<file path="src/rtl/pipeline_trace_monitor.sv">
// pipeline_trace_monitor: samples the rv32i_cpu debug outputs every RUN cycle
// into a circular trace buffer, counts stall/bubble/branch events, stops on
// halt (ECALL/EBREAK in execute) or on cycle-budget timeout, then drains the
// buffer oldest-first over a valid/ready port.
// Optional build macro TRACE_FILTER_EN: when defined, RUN cycles with a stall
// or an execute bubble are not recorded (counters and stop detection unchanged).
module pipeline_trace_monitor #(
  parameter int XLEN  = 32,
  parameter int DEPTH = 16,
  parameter int CNT_W = 32
) (
  input  logic             clk,
  input  logic             rst,
  input  logic             enable,
  input  logic             clear,
  input  logic [CNT_W-1:0] max_cycles,
  input  logic [XLEN-1:0]  dbg_pc_f,
  input  logic [XLEN-1:0]  dbg_instr_e,
  input  logic [XLEN-1:0]  dbg_result_e,
  input  logic             dbg_stall,
  input  logic             dbg_bubble_ex,
  input  logic             dbg_branch_taken,
  output logic             rd_valid,
  input  logic             rd_ready,
  output logic [XLEN-1:0]  rd_pc,
  output logic [XLEN-1:0]  rd_instr,
  output logic [XLEN-1:0]  rd_result,
  output logic [CNT_W-1:0] rd_cycle,
  output logic [3:0]       rd_flags,
  output logic [CNT_W-1:0] cycle_count,
  output logic [CNT_W-1:0] stall_count,
  output logic [CNT_W-1:0] bubble_count,
  output logic [CNT_W-1:0] branch_count,
  output logic             halted,
  output logic             timeout,
  output logic             overflow,
  output logic             done
);

  localparam int PTR_W = (DEPTH > 1) ? $clog2(DEPTH) : 1;
  localparam int OCC_W = $clog2(DEPTH + 1);
  localparam logic [XLEN-1:0]  INSTR_ECALL  = XLEN'(32'h0000_0073);
  localparam logic [XLEN-1:0]  INSTR_EBREAK = XLEN'(32'h0010_0073);
  localparam logic [OCC_W-1:0] OCC_FULL     = OCC_W'(DEPTH);

  typedef enum logic [1:0] {S_IDLE, S_RUN, S_DRAIN, S_DONE} state_t;

  // Counters stick at all-ones instead of wrapping.
  function automatic logic [CNT_W-1:0] sat_inc(input logic [CNT_W-1:0] v);
    return (&v) ? v : v + CNT_W'(1);
  endfunction

  state_t           state_q, state_d;
  logic [PTR_W-1:0] wr_ptr_q, wr_ptr_d, rd_ptr_q, rd_ptr_d;
  logic [OCC_W-1:0] count_q, count_d;
  logic [CNT_W-1:0] cycle_q, cycle_d, stall_q, stall_d;
  logic [CNT_W-1:0] bubble_q, bubble_d, branch_q, branch_d;
  logic             halted_q, halted_d, timeout_q, timeout_d;
  logic             overflow_q, overflow_d;

  logic [XLEN-1:0]  mem_pc_q     [DEPTH];
  logic [XLEN-1:0]  mem_instr_q  [DEPTH];
  logic [XLEN-1:0]  mem_result_q [DEPTH];
  logic [CNT_W-1:0] mem_cycle_q  [DEPTH];
  logic [3:0]       mem_flags_q  [DEPTH];

  logic             halt_det, timeout_hit, wr_en, rd_xfer;
  logic [CNT_W:0]   cycle_next_wide;
  logic [3:0]       wr_flags;

  // Halt only counts for a real instruction in execute, never a bubble.
  assign halt_det = !dbg_bubble_ex &&
                    ((dbg_instr_e == INSTR_ECALL) || (dbg_instr_e == INSTR_EBREAK));
  // One extra bit so a saturated cycle counter still compares correctly.
  assign cycle_next_wide = {1'b0, cycle_q} + {{CNT_W{1'b0}}, 1'b1};
  assign timeout_hit     = !halt_det && (cycle_next_wide >= {1'b0, max_cycles});
  assign wr_flags        = {halt_det, dbg_branch_taken, dbg_bubble_ex, dbg_stall};
  assign rd_xfer         = rd_valid && rd_ready;

`ifdef TRACE_FILTER_EN
  assign wr_en = (state_q == S_RUN) && !dbg_stall && !dbg_bubble_ex;
`else
  assign wr_en = (state_q == S_RUN);
`endif

  // State register.
  always_ff @(posedge clk or posedge rst) begin
    if (rst) state_q <= S_IDLE;
    else     state_q <= state_d;
  end

  // Next-state logic.
  always_comb begin
    state_d = state_q;
    case (state_q)
      S_IDLE:  if (enable) state_d = S_RUN;
      S_RUN:   if (halt_det || timeout_hit) state_d = S_DRAIN;
      S_DRAIN: if (count_d == '0) state_d = S_DONE;
      S_DONE:  if (clear) state_d = S_IDLE;
      default: state_d = S_IDLE;
    endcase
  end

  // Output decode: the record port shows zeros unless a record is offered.
  always_comb begin
    rd_valid  = (state_q == S_DRAIN) && (count_q != '0);
    done      = (state_q == S_DONE);
    rd_pc     = '0;
    rd_instr  = '0;
    rd_result = '0;
    rd_cycle  = '0;
    rd_flags  = '0;
    if (rd_valid) begin
      rd_pc     = mem_pc_q[rd_ptr_q];
      rd_instr  = mem_instr_q[rd_ptr_q];
      rd_result = mem_result_q[rd_ptr_q];
      rd_cycle  = mem_cycle_q[rd_ptr_q];
      rd_flags  = mem_flags_q[rd_ptr_q];
    end
  end

  // Pointer, occupancy, counter and sticky-flag updates.
  always_comb begin
    wr_ptr_d   = wr_ptr_q;
    rd_ptr_d   = rd_ptr_q;
    count_d    = count_q;
    cycle_d    = cycle_q;
    stall_d    = stall_q;
    bubble_d   = bubble_q;
    branch_d   = branch_q;
    halted_d   = halted_q;
    timeout_d  = timeout_q;
    overflow_d = overflow_q;
    case (state_q)
      S_RUN: begin
        cycle_d = sat_inc(cycle_q);
        if (dbg_stall)        stall_d  = sat_inc(stall_q);
        if (dbg_bubble_ex)    bubble_d = sat_inc(bubble_q);
        if (dbg_branch_taken) branch_d = sat_inc(branch_q);
        if (halt_det)         halted_d  = 1'b1;
        else if (timeout_hit) timeout_d = 1'b1;
        if (wr_en) begin
          wr_ptr_d = wr_ptr_q + PTR_W'(1);
          if (count_q == OCC_FULL) begin
            // Full: the new record replaces the oldest one.
            rd_ptr_d   = rd_ptr_q + PTR_W'(1);
            overflow_d = 1'b1;
          end else begin
            count_d = count_q + OCC_W'(1);
          end
        end
      end
      S_DRAIN: begin
        if (rd_xfer) begin
          rd_ptr_d = rd_ptr_q + PTR_W'(1);
          count_d  = count_q - OCC_W'(1);
        end
      end
      S_DONE: begin
        if (clear) begin
          wr_ptr_d   = '0;
          rd_ptr_d   = '0;
          count_d    = '0;
          cycle_d    = '0;
          stall_d    = '0;
          bubble_d   = '0;
          branch_d   = '0;
          halted_d   = 1'b0;
          timeout_d  = 1'b0;
          overflow_d = 1'b0;
        end
      end
      default: ;
    endcase
  end

  // Control registers with asynchronous reset.
  always_ff @(posedge clk or posedge rst) begin
    if (rst) begin
      wr_ptr_q   <= '0;
      rd_ptr_q   <= '0;
      count_q    <= '0;
      cycle_q    <= '0;
      stall_q    <= '0;
      bubble_q   <= '0;
      branch_q   <= '0;
      halted_q   <= 1'b0;
      timeout_q  <= 1'b0;
      overflow_q <= 1'b0;
    end else begin
      wr_ptr_q   <= wr_ptr_d;
      rd_ptr_q   <= rd_ptr_d;
      count_q    <= count_d;
      cycle_q    <= cycle_d;
      stall_q    <= stall_d;
      bubble_q   <= bubble_d;
      branch_q   <= branch_d;
      halted_q   <= halted_d;
      timeout_q  <= timeout_d;
      overflow_q <= overflow_d;
    end
  end

  // Trace storage write; data only, so no reset.
  always_ff @(posedge clk) begin
    if (wr_en) begin
      mem_pc_q[wr_ptr_q]     <= dbg_pc_f;
      mem_instr_q[wr_ptr_q]  <= dbg_instr_e;
      mem_result_q[wr_ptr_q] <= dbg_result_e;
      mem_cycle_q[wr_ptr_q]  <= cycle_q;
      mem_flags_q[wr_ptr_q]  <= wr_flags;
    end
  end

  assign cycle_count  = cycle_q;
  assign stall_count  = stall_q;
  assign bubble_count = bubble_q;
  assign branch_count = branch_q;
  assign halted       = halted_q;
  assign timeout      = timeout_q;
  assign overflow     = overflow_q;

endmodule

</file>
<file path="config.mk">
export PLATFORM = sky130hd
export DESIGN_NAME = pipeline_trace_monitor
export DESIGN_NICKNAME = d
export VERILOG_FILES = /design/src/rtl/pipeline_trace_monitor.sv
export SDC_FILE = /design/constraint.sdc
export NUM_CORES = 2
export LEC_CHECK = 0
export CAP_MARGIN = 20
export CORE_ASPECT_RATIO = 1.25
export CORE_MARGIN = 2
export CORE_UTILIZATION = 50
export DETAILED_ROUTE_END_ITERATION = 12
export HOLD_SLACK_MARGIN = 0.05
export MAX_ROUTING_LAYER = met4
export PLACE_DENSITY = 0.76
export SYNTH_ARGS = -nofsm -noshare
export SYNTH_HDL_FRONTEND = slang
export SYNTH_SLANG_ARGS = --single-unit
</file>
<file path="constraint.sdc">
create_clock -name clk -period 15.6 [get_ports clk]
set_input_delay 3.12 -clock clk [delete_from_list [all_inputs] [get_ports clk]]
set_output_delay 3.12 -clock clk [all_outputs]
set_load 0.01 [all_outputs]
</file>
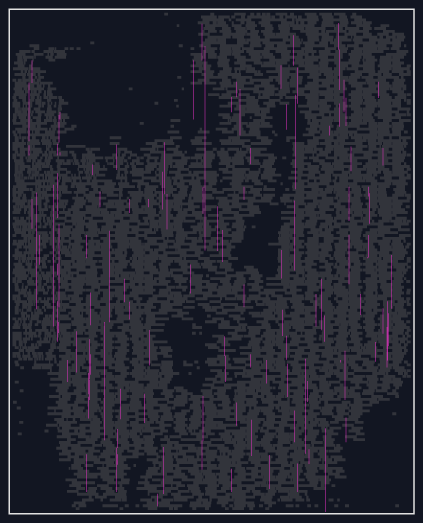
(images/layer_met4.png)
nets with wire on the layer: 47
main direction: vertical
share of all routed wire: 1.7%
wire length on this layer: 3670 um
longest straight run: 193 um
DR vias: 44000
wire length reported by the detailed router: 212 mm

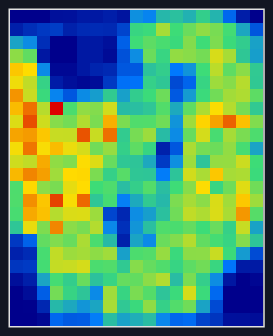
(images/metal_density.png)
19 x 24 tiles, from dark blue (low) to red (high), scaled to the fullest tile. Values are wire area over tile area, all layers added.
mean over tiles: 0.19
nearly empty tiles: 5.5%
fullest tile: 0.42
densest ninth of the die: west
tiles over half the peak: 50%
emptiest ninth of the die: north-west
GRT Overall Usage: 0.243
wire per inst: 29.6 um

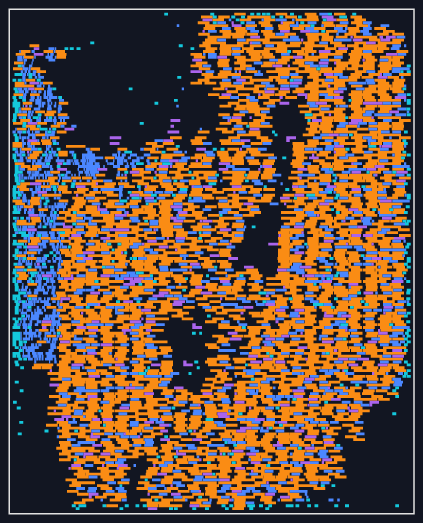
(images/placement_by_type.png)
[blue] combinational and other logic | cells: 1666
[cyan] other buffers and delay cells | cells: 475
[orange] flops | cells: 2258
[purple] clock drivers and dummy loads | cells: 393

==> results_tabular.tex <==
% Yosys + OpenROAD metrics
\begin{tabular}{lr}
\hline
Metric & Value \\
\hline
\multicolumn{2}{l}{\textbf{Power and ir drop}} \\
Total power draw & 16700 uW \\
Clock group & 5220 uW \\
Max power group & sequential cells \\
Switching share of total power & 0.274 \\
IR Drop Worst-Case VDD & 171 uV \\
Combinational fraction of design power & 0.259 \\
Net Switching & 4580 uW \\
Clock network fraction of design power & 0.313 \\
Portion of total power attributed to sequential cells & 0.429 \\
Seq. pwr & 7160 uW \\
Static power due to leakage & 0.0331 uW \\
\multicolumn{2}{l}{\textbf{Setup path}} \\
Data arrival time of the critical path & 5.30 ns \\
Slowest stage delay, CP & 0.96 ns \\
Required arrival time at the worst endpoint & 12.48 ns \\
Crit path depth & 6 \\
Number of buffer and inverter stages on the critical path & 3 \\
Launching instance or port of the critical path & rd\_ptr\_q[1] \\
Worst r2r path cells & 14 \\
Critical path startpoint category & flop \\
Worst path slowest cell & sky130\_fd\_sc\_hd\_\_dfrtp\_4 \\
\multicolumn{2}{l}{\textbf{Final layout}} \\
Mi-comb count & 1615 \\
Number of nets in the final layout & 4792 \\
Nonclk inv count & 51 \\
Non-clock buffering overhead in the final layout & 0.0458 \\
Growth of design area from synthesis to finish & 15.8\% \\
Number of clock-tree buffers in the layout & 250 \\
Multi-input combinational area share & 0.204 \\
Post-Layout Cell Count & 7176 \\
\multicolumn{2}{l}{\textbf{Floorplan}} \\
Floorplan Core Area & 177000 um\^{}2 \\
Horizontal die dimension & 381 um \\
Num ports & 401 \\
Y dimension of the die & 476 um \\
\multicolumn{2}{l}{\textbf{Logic synthesis}} \\
Syn\_area\_per\_cell & 21.6 um\^{}2 \\
Synth warnings & 0 \\
Primary flip-flop cell chosen by synthesis mapping & sky130\_fd\_sc\_hd\_\_edfxtp\_1 \\
Number of unique standard cell types used by synthesis & 74 \\
Count of library flops with an enable pin & 2112 \\
Post-synthesis net count & 4307 \\
Share of synthesized registers carrying an async set or reset & 0.0647 \\
Count of state elements after synthesis & 2258 \\
Chip Area, Yosys & 89000 um\^{}2 \\
\multicolumn{2}{l}{\textbf{Hold path}} \\
Min-delay worst type & flop to flop \\
Min-Delay Endpoint & overflow \\
\multicolumn{2}{l}{\textbf{Global routing}} \\
Pin count of the biggest net entering global routing & 158 \\
Global Route met3 Usage & 0.0558 \\
Vias in the first global route & 45500 \\
Total congestion overflow & 0 \\
Gr busiest metal & met2 \\
GRT met1 Usage & 0.322 \\
Antenna violations before repair & 23 \\
\multicolumn{2}{l}{\textbf{Clock network}} \\
Clk sink count & 2258 \\
Count of hold buffers inserted by post-cts repair & 0 \\
Number of buffers created by CTS & 208 \\
Clock-pin slew on the worst setup and hold paths & 0.07 ns \\
\multicolumn{2}{l}{\textbf{Flow run}} \\
Tool warning count & 55 \\
Number of violations of the max-capacitance limit & 0 \\
\multicolumn{2}{l}{\textbf{Status}} \\
Outcome & finished clean \\
\multicolumn{2}{l}{\textbf{Placed design}} \\
Setup WS pre-CTS & 7.92 ns \\
Number of buffers added on ports & 400 \\
Half-perimeter wire length after detailed placement & 111 mm \\
\multicolumn{2}{l}{\textbf{Final timing}} \\
Transition at the pin with the smallest max-transition slack & 1.15 ns \\
\# setup viols final & 0 \\
Cycle use final & 0.540 \\
Setup Total Neg Slack & 0 ns \\
Max-slew violations & 0 \\
Number of failing hold endpoints at the final stage & 0 \\
Worst path setup slack after routing & 7.18 ns \\
Max-slew headroom at the worst pin & 0.235 \\
Max frequency & 119 MHz \\
\multicolumn{2}{l}{\textbf{Route}} \\
DRC violations left & 0 \\
Total met2 wirelength after detailed routing & 106 mm \\
\hline
\end{tabular}
[worst min-delay path, stage by stage, from the launching register on]
cell and delay, ns:
sky130_fd_sc_hd__dfrtp_1 0.37, sky130_fd_sc_hd__nand2_1 0.05, sky130_fd_sc_hd__o21ai_0 0.06
[logic make-up (layout without fill, tap and decap cells)]
kind of cell | Yosys count | in the layout | synth area share
flip-flops | 2258 | 2258 | 0.753
multiplexers | 666 | 666 | 0.168
AND/OR/NAND/NOR | 617 | 617 | 0.0375
buffers and inverters | 251 | 919 | 0.0114
AND-OR/OR-AND | 176 | 176 | 0.0127
XOR/XNOR | 109 | 109 | 0.0107
adder cells (fa/ha/maj) | 47 | 47 | 0.00661
other | 0 | 22 | 0
[synth_stat cells (46+ instances only)]
library cell,count
sky130_fd_sc_hd__edfxtp_1,2112
sky130_fd_sc_hd__mux4_2,660
sky130_fd_sc_hd__and2_1,151
sky130_fd_sc_hd__dfrtp_1,146
sky130_fd_sc_hd__clkbuf_1,127
sky130_fd_sc_hd__nor2_1,124
sky130_fd_sc_hd__nand2_1,92
sky130_fd_sc_hd__o21ai_0,63
sky130_fd_sc_hd__nand3_1,58
sky130_fd_sc_hd__xor2_1,56
sky130_fd_sc_hd__xnor2_1,53
sky130_fd_sc_hd__inv_1,51
sky130_fd_sc_hd__ha_1,47
sky130_fd_sc_hd__nand4_1,46
[layout by cell type, fill, tap and decap left out, drive strengths merged, types with 53 or more instances in the layout]
cell | netlist | final
clkdlybuf4s50 | 0 | 400
xnor2 | 53 | 53
clkbuf | 128 | 250
mux4 | 660 | 660
o21ai | 65 | 65
xor2 | 56 | 56
dfrtp | 146 | 146
clkinv | 0 | 98
buf | 72 | 75
nand2 | 92 | 92
nor2 | 124 | 124
inv | 51 | 60
and2 | 151 | 151
nand3 | 58 | 58
edfxtp | 2112 | 2112
Power is estimated from default activity; no workload was simulated.
